File: config.mk
export PLATFORM = sky130hd
export DESIGN_NAME = sys_bus_interconnect
export DESIGN_NICKNAME = d
export VERILOG_FILES = /design/src/rtl/bus_pkg.sv /design/src/rtl/bus_addr_decoder.sv /design/src/rtl/sys_bus_interconnect.sv
export SDC_FILE = /design/constraint.sdc
export NUM_CORES = 1
export LEC_CHECK = 0
export ABC_AREA = 0
export CORE_AREA = 2 2 201 203
export DETAILED_ROUTE_END_ITERATION = 8
export DIE_AREA = 0 0 203 205
export SLEW_MARGIN = 20
export SYNTH_ARGS = -nofsm -noshare
export SYNTH_HDL_FRONTEND = slang
export SYNTH_SLANG_ARGS = --single-unit
File: constraint.sdc
create_clock -name clk -period 2.67 [get_ports clk]
set_clock_uncertainty 0.1 [all_clocks]
set_input_delay 0.4005 -clock clk [delete_from_list [all_inputs] [get_ports clk]]
set_output_delay 0.4005 -clock clk [all_outputs]
set_load 0.01 [all_outputs]
File: src/rtl/bus_pkg.sv
// Shared definitions for the system bus interconnect: FSM states,
// master identifiers and the default WAIT-cycle timeout.
package bus_pkg;

    localparam int AW              = 32;
    localparam int DEFAULT_TIMEOUT = 255;

    typedef enum logic [1:0] {
        ST_IDLE = 2'd0,
        ST_WAIT = 2'd1,
        ST_RESP = 2'd2
    } bus_state_t;

    typedef enum logic {
        MID_DATA  = 1'b0,
        MID_FETCH = 1'b1
    } master_id_t;

endpackage

File: src/rtl/bus_addr_decoder.sv
// Combinational address decoder: slave k matches when
// (addr & mask[k]) == base[k]; the lowest matching index wins.
module bus_addr_decoder
    import bus_pkg::*;
#(
    parameter int                          NUM_SLAVES = 8,
    parameter logic [NUM_SLAVES*AW-1:0]    SLAVE_BASE = '0,
    parameter logic [NUM_SLAVES*AW-1:0]    SLAVE_MASK = '0,
    parameter int                          IW         = $clog2(NUM_SLAVES)
) (
    input  logic [AW-1:0] addr,
    output logic          hit,
    output logic [IW-1:0] idx
);

    logic [NUM_SLAVES-1:0] match;

    // Per-slave match terms, evaluated in parallel.
    generate
        for (genvar gi = 0; gi < NUM_SLAVES; gi++) begin : g_match
            assign match[gi] = ((addr & SLAVE_MASK[gi*AW +: AW]) == SLAVE_BASE[gi*AW +: AW]);
        end
    endgenerate

    // Priority encode, scanning downwards so the lowest index is written last.
    always_comb begin
        hit = 1'b0;
        idx = '0;
        for (int k = NUM_SLAVES - 1; k >= 0; k--) begin
            if (match[k]) begin
                hit = 1'b1;
                idx = IW'(k);
            end
        end
    end

endmodule

File: src/rtl/sys_bus_interconnect.sv
// Two-master (data + fetch) to N-slave bus interconnect with round-robin
// arbitration, registered slave fields, per-transaction timeout and
// error completion for unmapped addresses.
module sys_bus_interconnect
    import bus_pkg::*;
#(
    parameter int                          NUM_SLAVES = 8,
    parameter int                          DW         = 32,
    parameter logic [NUM_SLAVES*32-1:0]    SLAVE_BASE = '0,
    parameter logic [NUM_SLAVES*32-1:0]    SLAVE_MASK = '0,
    parameter int                          TIMEOUT    = DEFAULT_TIMEOUT
) (
    input  logic                     clk,
    input  logic                     rst_n,
    input  logic                     d_req,
    input  logic                     d_we,
    input  logic [31:0]              d_addr,
    input  logic [DW-1:0]            d_wdata,
    input  logic [DW/8-1:0]          d_be,
    output logic [DW-1:0]            d_rdata,
    output logic                     d_ready,
    output logic                     d_err,
    input  logic                     i_req,
    input  logic [31:0]              i_addr,
    output logic [DW-1:0]            i_rdata,
    output logic                     i_ready,
    output logic                     i_err,
    output logic [NUM_SLAVES-1:0]    s_req,
    output logic                     s_we,
    output logic [31:0]              s_addr,
    output logic [DW-1:0]            s_wdata,
    output logic [DW/8-1:0]          s_be,
    input  logic [NUM_SLAVES*DW-1:0] s_rdata,
    input  logic [NUM_SLAVES-1:0]    s_ready
);

    localparam int          IW      = (NUM_SLAVES > 1) ? $clog2(NUM_SLAVES) : 1;
    localparam int          BW      = DW / 8;
    localparam logic [31:0] TO_LAST = (TIMEOUT > 0) ? 32'(TIMEOUT - 1) : 32'd0;

    bus_state_t             state_reg;
    master_id_t             mid_reg;
    master_id_t             last_grant_reg;
    logic [IW-1:0]          idx_reg;
    logic [31:0]            cnt_reg;
    logic [NUM_SLAVES-1:0]  s_req_reg;
    logic                   s_we_reg;
    logic [31:0]            s_addr_reg;
    logic [DW-1:0]          s_wdata_reg;
    logic [BW-1:0]          s_be_reg;
    logic [DW-1:0]          d_rdata_reg, i_rdata_reg;
    logic                   d_ready_reg, d_err_reg, i_ready_reg, i_err_reg;

    logic                   grant_fetch;
    logic [31:0]            sel_addr;
    logic                   dec_hit;
    logic [IW-1:0]          dec_idx;
    logic [DW-1:0]          rdata_arr [NUM_SLAVES];
    logic                   done_fire, done_err, done_fetch;
    logic [DW-1:0]          done_data;

    // Unpack the concatenated slave read-data bus.
    generate
        for (genvar gi = 0; gi < NUM_SLAVES; gi++) begin : g_rdata
            assign rdata_arr[gi] = s_rdata[gi*DW +: DW];
        end
    endgenerate

    // Round-robin: fetch wins only if alone or if data was granted last.
    assign grant_fetch = i_req && (!d_req || (last_grant_reg == MID_DATA));
    assign sel_addr    = grant_fetch ? i_addr : d_addr;

    bus_addr_decoder #(
        .NUM_SLAVES (NUM_SLAVES),
        .SLAVE_BASE (SLAVE_BASE),
        .SLAVE_MASK (SLAVE_MASK),
        .IW         (IW)
    ) u_dec (
        .addr (sel_addr),
        .hit  (dec_hit),
        .idx  (dec_idx)
    );

    // Work out whether a response completes this cycle and with what payload.
    always_comb begin
        done_fire  = 1'b0;
        done_err   = 1'b0;
        done_data  = '0;
        done_fetch = (mid_reg == MID_FETCH);
        case (state_reg)
            ST_IDLE: begin
                if ((d_req || i_req) && !dec_hit) begin
                    done_fire  = 1'b1;
                    done_err   = 1'b1;
                    done_fetch = grant_fetch;
                end
            end
            ST_WAIT: begin
                if (s_ready[idx_reg]) begin
                    done_fire = 1'b1;
                    done_data = rdata_arr[idx_reg];
                end else if (cnt_reg >= TO_LAST) begin
                    done_fire = 1'b1;
                    done_err  = 1'b1;
                end
            end
            default: ;
        endcase
    end

    // Transaction FSM with all outputs registered; ready is a one-cycle pulse.
    always_ff @(posedge clk or negedge rst_n) begin
        if (!rst_n) begin
            state_reg      <= ST_IDLE;
            mid_reg        <= MID_DATA;
            last_grant_reg <= MID_FETCH;
            idx_reg        <= '0;
            cnt_reg        <= '0;
            s_req_reg      <= '0;
            s_we_reg       <= 1'b0;
            s_addr_reg     <= '0;
            s_wdata_reg    <= '0;
            s_be_reg       <= '0;
            d_rdata_reg    <= '0;
            d_ready_reg    <= 1'b0;
            d_err_reg      <= 1'b0;
            i_rdata_reg    <= '0;
            i_ready_reg    <= 1'b0;
            i_err_reg      <= 1'b0;
        end else begin
            d_ready_reg <= 1'b0;
            i_ready_reg <= 1'b0;
            case (state_reg)
                ST_IDLE: begin
                    if (d_req || i_req) begin
                        mid_reg        <= grant_fetch ? MID_FETCH : MID_DATA;
                        last_grant_reg <= grant_fetch ? MID_FETCH : MID_DATA;
                        idx_reg        <= dec_idx;
                        cnt_reg        <= '0;
                        s_addr_reg     <= sel_addr;
                        s_we_reg       <= grant_fetch ? 1'b0 : d_we;
                        s_wdata_reg    <= grant_fetch ? '0 : d_wdata;
                        s_be_reg       <= grant_fetch ? '1 : d_be;
                        if (dec_hit) begin
                            s_req_reg <= {{(NUM_SLAVES-1){1'b0}}, 1'b1} << dec_idx;
                            state_reg <= ST_WAIT;
                        end else begin
                            state_reg <= ST_RESP;
                        end
                    end
                end
                ST_WAIT: begin
                    if (done_fire) begin
                        s_req_reg <= '0;
                        state_reg <= ST_RESP;
                    end else if (cnt_reg != '1) begin
                        cnt_reg <= cnt_reg + 32'd1;
                    end
                end
                ST_RESP: state_reg <= ST_IDLE;
                default: state_reg <= ST_IDLE;
            endcase
            if (done_fire) begin
                if (done_fetch) begin
                    i_ready_reg <= 1'b1;
                    i_err_reg   <= done_err;
                    i_rdata_reg <= done_data;
                end else begin
                    d_ready_reg <= 1'b1;
                    d_err_reg   <= done_err;
                    d_rdata_reg <= done_data;
                end
            end
        end
    end

    assign s_req   = s_req_reg;
    assign s_we    = s_we_reg;
    assign s_addr  = s_addr_reg;
    assign s_wdata = s_wdata_reg;
    assign s_be    = s_be_reg;
    assign d_rdata = d_rdata_reg;
    assign d_ready = d_ready_reg;
    assign d_err   = d_err_reg;
    assign i_rdata = i_rdata_reg;
    assign i_ready = i_ready_reg;
    assign i_err   = i_err_reg;

endmodule

==> results.yml, run 1 <==
# physical design summary
die:
  taps: 525
  core_area_mm2: 0.03937
  die-area_mm2: 0.04162
  fp.dieH_um: 205
  io_pins: 514
  fp.dieW_um: 203
  rows: 73
  initCoreUtil_pct: 17.55
power_and_ir_drop:
  power_mw: 11.43
  powerDensity_mw_per_mm2: 1042
  power.switching_mw: 3.709
  p_leak_nw: 4.698
  p_comb_share_pct: 40.9
  seq_power_share_pct: 36.5
  pg_comb_mw: 4.67
  power_frac_clock_pct: 22.6
  p_seq_mw: 4.18
  vdd_drop_max_mv: 0.5441
  swShare_pct: 32.46
  pg_clk_mw: 2.58
  internal-power_mw: 7.718
yosys:
  synth-xor-area-share_pct: 0
  ys_ff: 174
  top_cell_area_share_pct: 62.65
  ys_sh_simple_pct: 9.651
  top_cell: "dfrtp_1"
  yosysChipArea_mm2: 0.006910
  synth_area_mm2: 0.006910
  edf_count: 0
  logic_family: "AND-OR/OR-AND gates"
  mux_area_share_pct: 5.649
  syn_area_per_cell_um2: 13.09
  synth_cells: 528
  ys_sh_adder_pct: 0.3621
  ys_cells: 528
  ys_sh_aoi_pct: 17.45
  netlist.top_cell.by_area: "dfrtp_1"
  ys_types: 40
  topCellsByArea: "dfrtp_1 (63%), a22o_1 (12%), mux2i_1 (5.6%)"
  yosysWarnings: 0
  common_cells: "dfrtp_1 (173), a22o_1 (98), nand2_1 (42)"
  synthFlopType: "dfrtp_1"
  async_flop_share_pct: 100.0
  ys_seq_share_pct: 63.03
grt:
  grt_most_used_layer: "met2"
  grt_max_degree: 97
  grt_util_met2_pct: 15.31
  use_met1_pct: 11.89
  antenna_found_initial: 0
  grt_pass1_wl_um: 31120
  grt_pass1_vias: 5580
  use_met3_pct: 4.359
  grt_usage_pct: 9.693
  overflow: 0
job:
  warnings: 258
  max_cap_viol_count: 0
routing:
  wl_met3_um: 1812
  drc_errors: 0
  wl_per_cell_um: 14.82
  met1_length_um: 8797
  via_per_inst: 3.901
  highest_layer: "met4"
  routed_wirelength_um: 19940
  dr.pass1.iters: 4
  vias: 5247
  wl_met2_um: 9116
  drt_iter0_drc: 242
  ant_nets: 0
timing:
  finalWorstSetupSlack_ns: 0.5219
  fin_hold_ws_ns: 0.3085
  finalClockPeriodUsage_pct: 80.45
  tns_ns: 0
  tightestPinTransition_ns: 0.5139
  finalSetupViolations: 0
  fmaxAchievable_mhz: 465.5
  layout_min_cycle_time_ns: 2.148
  hold_viol_final: 0
  slew_headroom_pct: 65.61
  drv_slew: 0
critical_path:
  regToRegStartpoint: "cnt_reg[0]"
  crit_path_top_delay_cell: "dfrtp_1"
  cp-startpoint: "cnt_reg[0]"
  critPathCaptureType: "flop"
  critPathTopFamily: "AND-OR/OR-AND gates"
  arrival_ns: 2.41
  worst-path-buf-inv: 2
  crit_path_cell_trace: "inv_1 > ha_1 > o2111a_1 > a21o_1 > o31ai_4 > buf_4 > a22o_1"
  cp_num_cells: 7
  critPathLaunchType: "flop"
  cp_max_fo: 21
  path_class: "flop to flop"
  crit_end: "i_rdata[23]"
  cp.required_ns: 2.93
  reg2reg_depth: 7
  r2r-end: "i_rdata[23]"
  r2r_slack_ns: 0.52
  slowest_delay_ns: 0.41
final_layout:
  fin_nets: 1177
  regArea_mm2: 0.004355
  fillerInstances: 4111
  most-common-layout-cells: "clkdlybuf4s50_1 (274), dfrtp_1 (173), a22o_1 (98)"
  design_area_mm2: 0.01096
  seq_cell_count: 174
  area_delta_synth_final_pct: 58.63
  instances_no_fill: 1345
  signal_buffers: 296
  antenna_cells: 1
  clkCellAreaFrac_pct: 5.433
  comb_area_mm2: 0.002340
  largest_class: "flip-flops and latches"
  final_util_pct: 27.85
  seq_share_pct: 39.73
  inverters: 6
  comb_area_share_pct: 21.34
  drive_gt1_share_pct: 7.937
  mostFrequentLayoutCell: "clkdlybuf4s50_1"
  logic_gate_count: 311
  clockBufferCount: 20
  nonClkBufAreaFrac_pct: 27.27
clocking:
  clkTransAtPathRegs_ns: 0.07
  cts_hold_buf: 1
  ctsResizeCount: 0
  tritoncts: "built"
  cts.sinks: 174
  cts_buffers: 17
  clkLatencyLatePin_ns: 0.43
  htree_levels: 4
  cts_buffer_depth: 2
  clock-root-buffer: "clkbuf_16"
  cts_setup_buffers: 0
place:
  dp_slack_ns: 0.3723
  post_dp_cell_area_mm2: 0.01035
  port_buffers: 275
  place_hpwl_um: 14060
  place_inst: 1311
  gp_congestion: 0.7287
status:
  status: "complete, no violations"
hold_path:
  hp-class: "input port to async pin"
==> run_1/clock_map.png <==
The bar under the picture is 50 µm long.
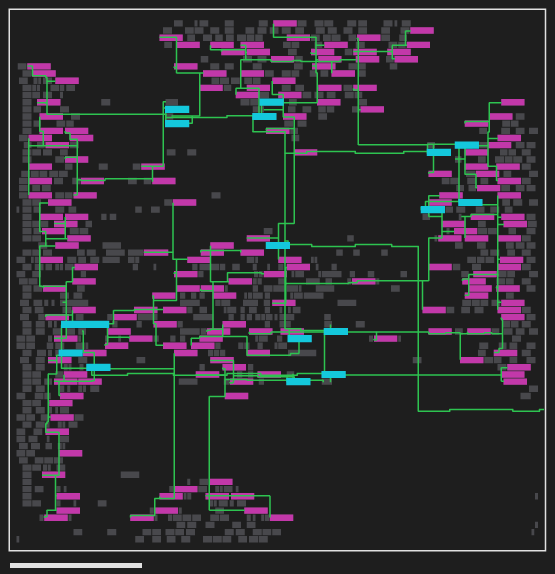
[green] clock wires | length: 2,720 µm
[magenta] flip-flops | count: 174
[cyan] cells driving clock nets | count: 17
routed clock nets: 18
flops lie: widely spread

==> run_1/met2.png <==
Cells faint in the background.
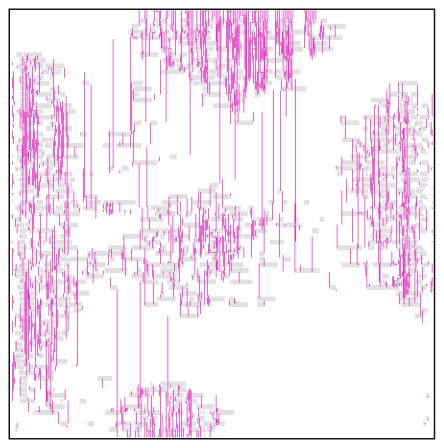
longest straight run: 82.9 µm
nets with wire on the layer: 816
wire length on this layer: 9,120 µm
main direction: vertical

==> run_1/met3.png <==
The bar under the picture is 50 µm long. Cells faint in the background.
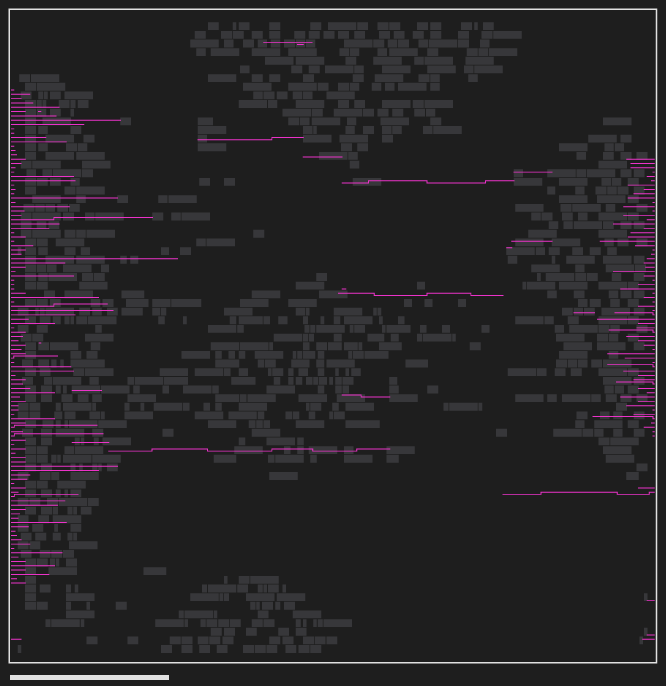
main direction: horizontal
nets with wire on the layer: 191
longest straight run: 52.2 µm

## Run 2: what changed since run 1
- clock period: 2.67 -> 2.2 ns (I/O delays scaled with it)
==> run_2/final_congestion.png <==
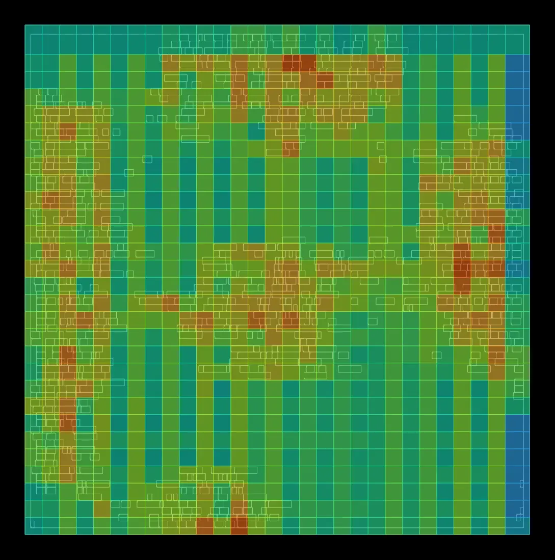
Global Route Usage Sum: 9.666%
met3 usage: 4.120%
Avg WL per Cell: 14.81 µm

==> run 2 against run 1 <==
  * Final cell count increased by 0.15%
  * Setup slack got worse by 0.43 ns
  * Critical path type unchanged
  * Via count about the same
==> results.yml, run 2 <==
# physical design summary
power_and_ir_drop:
  p_leak_nw: 4.775
  internal-power_mw: 9.729
  p_seq_mw: 5.09
  power.switching_mw: 4.524
  swShare_pct: 31.74
  powerDensity_mw_per_mm2: 1283
  power_frac_clock_pct: 24.0
  power_mw: 14.25
  p_comb_share_pct: 40.3
  pg_comb_mw: 5.75
  seq_power_share_pct: 35.7
final_layout:
  clkCellAreaFrac_pct: 5.937
  final_util_pct: 28.21
  regArea_mm2: 0.004357
  largest_class: "flip-flops and latches"
  clockBufferCount: 20
  mostFrequentLayoutCell: "clkdlybuf4s50_1"
  logic_gate_count: 311
  seq_share_pct: 39.22
  area_delta_synth_final_pct: 60.73
  fin_nets: 1180
  comb_area_mm2: 0.002341
  seq_cell_count: 174
  signal_buffers: 299
  most-common-layout-cells: "clkdlybuf4s50_1 (274), dfrtp_1 (172), a22o_1 (98)"
  inverters: 6
  nonClkBufAreaFrac_pct: 27.64
  antenna_cells: 0
  fillerInstances: 4038
  instances_no_fill: 1347
clocking:
  ctsResizeCount: 0
  clock-root-buffer: "clkbuf_16"
  cts_buffer_depth: 2
  tritoncts: "built"
  clkLatencyLatePin_ns: 0.43
  cts.sinks: 174
  cts_buffers: 17
  cts_hold_buf: 1
  clkTransAtPathRegs_ns: 0.07
  htree_levels: 4
routing:
  via_per_inst: 3.897
  vias: 5249
  ant_nets: 0
  highest_layer: "met4"
  wl_met2_um: 9111
  wl_met3_um: 1793
  drc_errors: 0
  dr.pass1.iters: 4
  drt_iter0_drc: 143
  routed_wirelength_um: 19950
grt:
  grt_pass1_wl_um: 31020
  grt_util_met2_pct: 15.02
  overflow: 0
  grt_max_degree: 60
  grt_pass1_vias: 5437
  use_met1_pct: 12.20
  grt_most_used_layer: "met2"
  antenna_found_initial: 0
yosys:
  top_cell: "dfrtp_1"
  logic_family: "AND-OR/OR-AND gates"
  ys_sh_adder_pct: 0.3621
  top_cell_area_share_pct: 62.65
  synth_area_mm2: 0.006910
  yosysWarnings: 0
  common_cells: "dfrtp_1 (173), a22o_1 (98), nand2_1 (42)"
  async_flop_share_pct: 100.0
  synth-xor-area-share_pct: 0
  edf_count: 0
  ys_sh_simple_pct: 9.651
  ys_ff: 174
  ys_sh_aoi_pct: 17.45
  synth_cells: 528
  yosysChipArea_mm2: 0.006910
  netlist.top_cell.by_area: "dfrtp_1"
  ys_cells: 528
critical_path:
  r2r_slack_ns: 0.09
  crit_path_cell_trace: "inv_1 > ha_1 > o2111a_1 > a21o_2 > o31ai_4 > buf_12 > clkbuf_16 > a22o_1"
  cp-startpoint: "cnt_reg[0]"
  worst-path-buf-inv: 3
  reg2reg_depth: 8
  slowest_delay_ns: 0.40
  crit_path_top_delay_cell: "dfrtp_2"
  path_class: "flop to flop"
  critPathTopFamily: "AND-OR/OR-AND gates"
  arrival_ns: 2.38
  cp.required_ns: 2.47
  r2r-end: "i_rdata[26]"
  cp_num_cells: 8
  regToRegStartpoint: "cnt_reg[0]"
timing:
  tns_ns: 0
  finalClockPeriodUsage_pct: 95.79
  fin_hold_ws_ns: 0.2172
  drv_slew: 0
  slew_headroom_pct: 62.60
  fmaxAchievable_mhz: 474.5
  hold_viol_final: 0
  finalWorstSetupSlack_ns: 0.09266
job:
  warnings: 258
  max_cap_viol_count: 0
place:
  port_buffers: 275
  gp_congestion: 0.7366
  post_dp_cell_area_mm2: 0.01039
  dp_slack_ns: 0.09087
  place_inst: 1312
  place_hpwl_um: 14360
die:
  fp.dieW_um: 203
  core_area_mm2: 0.03937
  fp.dieH_um: 205
  io_pins: 514
  taps: 525
  die-area_mm2: 0.04162
  rows: 73
  initCoreUtil_pct: 17.55
hold_path:
  hp-class: "input port to async pin"
status:
  status: "complete, no violations"
==> run_2/clock_map.png <==
The bar under the picture is 50 µm long.
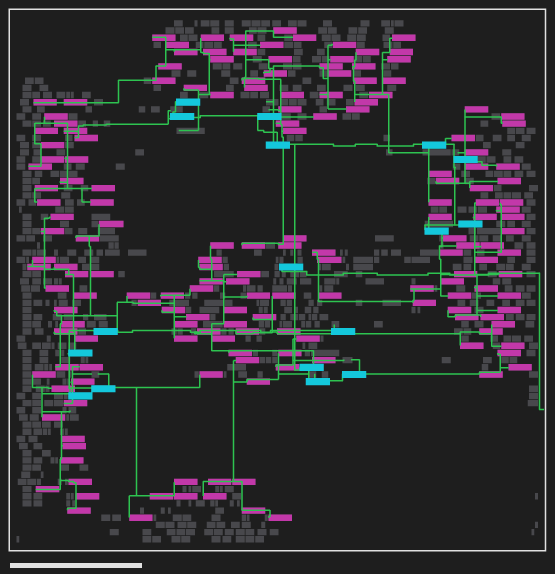
[green] clock wires | length: 2,700 µm
[magenta] flip-flops | count: 174
[cyan] cells driving clock nets | count: 17
flops lie: widely spread

